==> images/gate_families.png <==
Scale bar: 20 um.
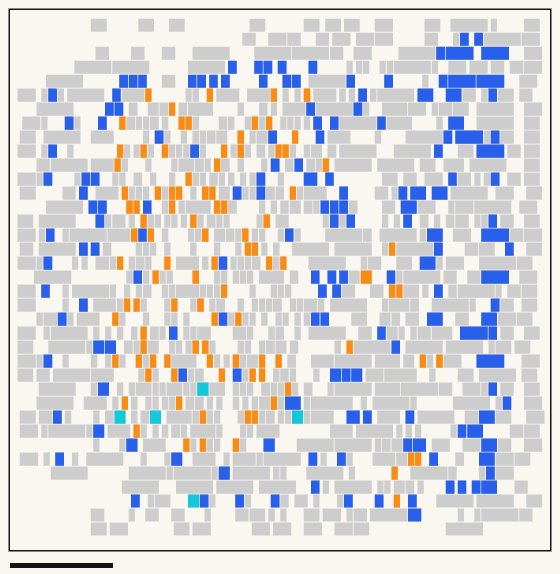
==> images/pins.png <==
Pins as bars across the die edge, other pins in gray.
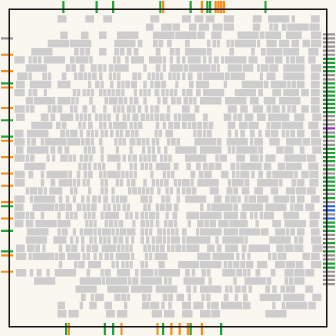
==> images/final_clocks.png <==
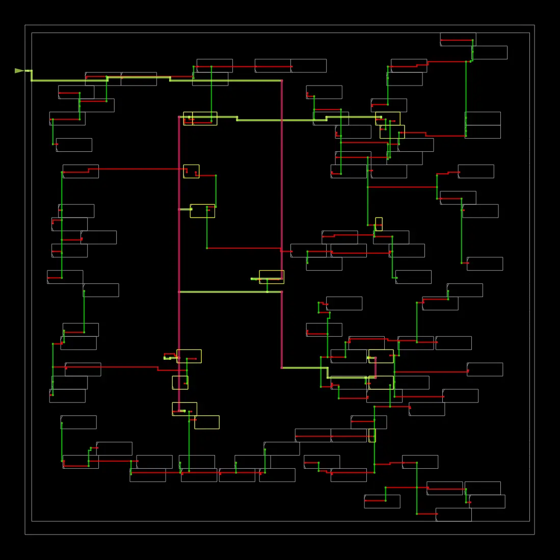
--- config.mk ---
export PLATFORM = sky130hd
export DESIGN_NAME = ct_mul_seq25
export DESIGN_NICKNAME = d
export VERILOG_FILES = /design/src/rtl/ct_mul_seq25.sv
export SDC_FILE = /design/constraint.sdc
export NUM_CORES = 1
export LEC_CHECK = 0
export ABC_AREA = 1
export CORE_UTILIZATION = 53
export CTS_CLUSTER_SIZE = 30
export DETAILED_ROUTE_END_ITERATION = 8
export GPL_ROUTABILITY_DRIVEN = 0
export GPL_TIMING_DRIVEN = 0
export PLACE_DENSITY = 0.81
export SYNTH_ARGS = -nofsm -noshare
export SYNTH_HDL_FRONTEND = slang
export SYNTH_SLANG_ARGS = --single-unit
--- constraint.sdc ---
create_clock -name clk -period 2.32 [get_ports clk]
set_clock_uncertainty 0.1 [all_clocks]
set_input_delay 0.696 -clock clk [delete_from_list [all_inputs] [get_ports clk]]
set_output_delay 0.696 -clock clk [all_outputs]
set_load 0.05 [all_outputs]
--- src/rtl/ct_mul_seq25.sv ---
`default_nettype none
// ============================================================================
// Module      : ct_mul_seq25
// Description : Sequential shift-and-add multiplier, 25x25 unsigned -> 50-bit
//               product. One adder, one 51-bit accumulator/shift register,
//               start/done handshake driven by a small FSM.
// Revision    : 1.0 - initial release
// ============================================================================
module ct_mul_seq25 #(
   parameter int WIDTH = 25,
   parameter int STW   = 3
) (
   input  logic               clk,
   input  logic               reset,
   input  logic               start,
   input  logic [WIDTH-1:0]   inA,
   input  logic [WIDTH-1:0]   inB,
   output logic [2*WIDTH-1:0] out_product,
   output logic               donee,
   output logic               busy,
   output logic [STW-1:0]     state
);

   localparam int            CW     = $clog2(WIDTH);
   localparam logic [CW-1:0] C_LAST = CW'(WIDTH - 1);

   typedef enum logic [STW-1:0] {
      S_IDLE  = 3'd0,
      S_CHECK = 3'd1,
      S_ADD   = 3'd2,
      S_SHIFT = 3'd3,
      S_DONE  = 3'd4
   } state_t;

   state_t              state_q, state_d;
   logic [WIDTH-1:0]    a_q, a_d;     // latched multiplicand
   logic [2*WIDTH:0]    p_q, p_d;     // {carry, hi, lo}; lo starts as multiplier
   logic [CW-1:0]       cnt_q, cnt_d; // shifts performed so far
   logic [WIDTH:0]      sum;          // hi + A including carry-out

   // State and datapath registers; reset (active low) abandons any run.
   always_ff @(posedge clk) begin
      if (!reset) begin
         state_q <= S_IDLE;
         a_q     <= '0;
         p_q     <= '0;
         cnt_q   <= '0;
      end else begin
         state_q <= state_d;
         a_q     <= a_d;
         p_q     <= p_d;
         cnt_q   <= cnt_d;
      end
   end

   // Next-state and datapath update; every register holds unless its state acts.
   always_comb begin
      state_d = S_IDLE;
      a_d     = a_q;
      p_d     = p_q;
      cnt_d   = cnt_q;
      sum     = {1'b0, p_q[2*WIDTH-1:WIDTH]} + {1'b0, a_q};
      case (state_q)
         S_IDLE: begin
            if (start) begin
               a_d     = inA;
               p_d     = {{(WIDTH+1){1'b0}}, inB};
               cnt_d   = '0;
               state_d = S_CHECK;
            end else begin
               state_d = S_IDLE;
            end
         end
         S_CHECK: begin
            // The current multiplier bit sits in the LSB of the shift register.
            state_d = p_q[0] ? S_ADD : S_SHIFT;
         end
         S_ADD: begin
            // Carry lands in the top bit and is shifted into hi on the next step.
            p_d     = {sum, p_q[WIDTH-1:0]};
            state_d = S_SHIFT;
         end
         S_SHIFT: begin
            p_d     = {1'b0, p_q[2*WIDTH:1]};
            cnt_d   = cnt_q + 1'b1;
            state_d = (cnt_q == C_LAST) ? S_DONE : S_CHECK;
         end
         S_DONE: begin
            state_d = S_IDLE;
         end
         default: begin
            state_d = S_IDLE;
         end
      endcase
   end

   // Product is visible throughout; it is only final in DONE and while idle.
   assign out_product = p_q[2*WIDTH-1:0];
   assign donee       = (state_q == S_DONE);
   assign busy        = (state_q != S_IDLE);
   assign state       = state_q;

endmodule
`default_nettype wire

==> qor.txt <==
via count -> 5858
GRT Total Usage -> 28.6%
yosys simple share -> 29.4%
worst slew pin tran -> 0.604 ns
Hold-fix buffers, CTS -> 0
IO Count -> 108
Synth Seq Share -> 29.9%
leakage power -> 3.43 nW
Hold Startpoint -> a_q[10]$_SDFFE_PN0P_
first-pass GRT wire length -> 25.3 mm
Final Instance Area -> 6960 um^2
Yosys Instances -> 854
relative slew slack -> 59.8%
Slew Viols, Final -> 0
max-cap violation count -> 0
WP data arrival -> 1.51 ns
die area -> 11000 um^2
initial antenna violation count -> 0
Core Rows -> 37
H-tree depth -> 3
Final setup viols -> 0
Mux cell area share -> 0%
Worst Setup Path Type -> reg -> out
drt wl/cell -> 13.6 um
Mean Syn Cell Area -> 6.58 um^2
Worst R2R Setup Slack -> 0.16 ns
number of enable flip-flop cells -> 0
power density over cell area -> 755 nW/um^2
CTS Root Cell -> clkbuf_8
Synth Instances -> 854
RR Endpoint -> p_q[49]$_SDFFE_PN0P_
RSZ-0062 raised after global routing -> no
CTS buffer count -> 9
Log Warnings -> 27
Adder Area Share -> 6.37%
Tcrit/Tclk final -> 99.5%
post-route ant nets -> 0
Hold Path Depth -> 2
Vias/cell -> 5.27
hold endpoint -> a_q[10]$_SDFFE_PN0P_
setup tns final -> 0 ns
area of the core -> 10300 um^2
Mapped Nets -> 935
XORs/XNORs by Area -> 0.312%
Netlist cell types -> 34
worst hold path type -> reg -> reg
Place WS -> -0.0842 ns
Critical Path Fanout Max -> 4
remaining global-route overflow -> 0
hold_ws -> 0.369 ns
PnR worst setup slack -> 0.0119 ns
Die Ht -> 105 um
Clock Path Buffers -> 2
cells on worst reg2reg path -> 11
Compound-Gate Fraction of Synth Area -> 17.7%
Warnings, synthesis -> 0
routed wire length -> 15.2 mm
maximum vdd ir drop -> 465 uV
port buffer count -> 107
mapped cell area -> 5620 um^2
vias in the first global route -> 5352
DRC viols -> 0
Post-synth ARST share -> 0%
ANT cells -> 0
Dominant flop cell -> dfxtp_1
yosys stat chip area -> 5620 um^2
post-layout net count -> 1053
dpl hpwl -> 11.6 mm
Max Clk Rate -> 0.433 GHz
min Tclk post-route -> 2.31 ns
pin count of the biggest net entering global routing -> 14
Top cells by area -> dfxtp_1 (30%), nand2_1 (17%), buf_4 (7.7%), a21oi_1 (6.9%), inv_1 (6.1%)
layout cells sized above 1 -> 11.5%
worst r2r src -> p_q[25]$_SDFFE_PN0P_
Max-area cell share -> 29.9%
fp_density -> 54.4%
DRT Pass-1 Iters -> 5
Layout area overhead -> 23.9%
area leader, netlist -> dfxtp_1
die width -> 105 um
CP Capture Type -> output port
DRT iter0 DRCs -> 321
Req. time, crit path -> 1.52 ns
status -> complete, no violations
post-place instance area -> 6870 um^2
FF+latch count, synth -> 84
Worst setup SP type -> flip-flop
Clk pin slew, worst setup/hold paths -> 0.09 ns
About gate_families.png:
| family | color | cells |
|---|---|---|
| AND and OR gates | cyan | 5 |
| inverters | orange | 98 |
| inverting AOI/OAI gates | blue | 162 |

About pins.png:
| port | color | pins | direction | edge |
|---|---|---|---|---|
| reset | purple | 1 | input | east |
| state | blue | 3 | output | east |
| out_product | green | 50 | output | 30 east, 8 north, 6 south, 6 west |
| inA | orange | 25 | input | 12 west, 7 south, 6 north |
all pins by edge: 62 east, 19 west, 14 north, 13 south

About final_clocks.png:
clk_lat worst skew: 0.37 ns
TritonCTS Sinks: 84
P_clk: 969 uW

[what timing repair did]
item	in CTS	in global routing
pin swaps	0	0
hold endpoints to repair	0	0
buffers inserted	0	0
gates resized	57	4
setup endpoints to repair	55	6
[Yosys cell counts, drive strengths merged (4+ instances only)]
master and number:
nand3 44, a31oi 10, ha 27, nand3b 4, inv 97, nand4 13, a21oi 78, nor3 4
buf 69, nand2 261, or2 4, a221oi 25, clkbuf 12, nor2 67, dfxtp 84, o21ai 44
[worst max-delay path by stage]
stage	startpoint	endpoint	slack, ns	cells past startpoint
after global placement	start	p_q[36]$_SDFFE_PN0P_	-0.04	6
after detailed placement	start	p_q[48]$_SDFFE_PN0P_	-0.08	6
final	p_q[36]$_SDFFE_PN0P_	out_product[36]	0.01	2
after global routing	p_q[36]$_SDFFE_PN0P_	out_product[36]	0.004	2
after floorplan	state[2]$_SDFF_PN0_	donee	0.09	2
after CTS	state[2]$_SDFF_PN0_	donee	0.02	3
[critical path, stage by stage (launching register included)]
cell and delay (ns):
dfxtp_1 0.44, buf_4 0.14, dlygate4sd2_1 0.55
[flip-flops by register name (all words and copies together), names as in the netlist]
register,cells
p_q,51
state,3
cnt_q,5
a_q,25
[logic make-up after synthesis]
| family | count (synthesis) |
|---|---|
| XOR/XNOR | 2 |
| AND/OR/NAND/NOR | 399 |
| buffers and inverters | 179 |
| AND-OR/OR-AND | 162 |
| flip-flops | 84 |
| adder cells (fa/ha/maj) | 28 |
[placed cells by master, fill, tap and decap left out, types with 2 or more instances in the layout]
master,n
nand3_1,43
or2_2,4
clkdlybuf4s50_1,52
buf_4,58
dlygate4sd2_1,52
ha_1,27
o21ai_0,44
inv_2,5
clkbuf_8,10
nand2_2,2
o31ai_1,2
nand4_1,13
nor3_1,3
clkbuf_1,14
nand2_1,259
a221oi_1,15
a21oi_1,78
a31oi_1,10
nor2_1,64
nor2_2,2
inv_1,91
buf_2,9
a221oi_2,10
xor2_1,2
nand3b_1,4
buf_6,2
dfxtp_1,84
clkbuf_2,2
[power breakdown]
part / switching, mW / internal (mW)
combinational: 1.57 / 0.855
sequential: 0.198 / 1.66
clock: 0.551 / 0.418
[per-stage QoR]
step	util (%)	instances	power, mW
after floorplan	-	854	3.66
after global placement	66.5	1097	4.38
after detailed placement	66.5	1097	4.42
after CTS	67.5	1112	5.23
after global routing	67.4	1112	5.55
final	67.4	1112	5.25
[cell type report]
cell class | instances | area (um^2)
Buffer | 81 | 548
Clock buffer | 12 | 145
Clock inverter | 3 | 22.5
Fill cell | 972 | 3360
Inverter | 98 | 370
Multi-Input combinational cell | 591 | 3030
Sequential cell | 84 | 1680
Tap cell | 136 | 170
Timing Repair Buffer | 107 | 996
[metal layers]
layer | part of all wire (%) | global-route usage (%)
met5 | 0 | 0
met1 | 47 | 37.2
met2 | 45 | 48.0
met3 | 5.7 | 4.55
met4 | 2.2 | 9.66
No activity file was given, so power comes from the tool's default toggle rates.
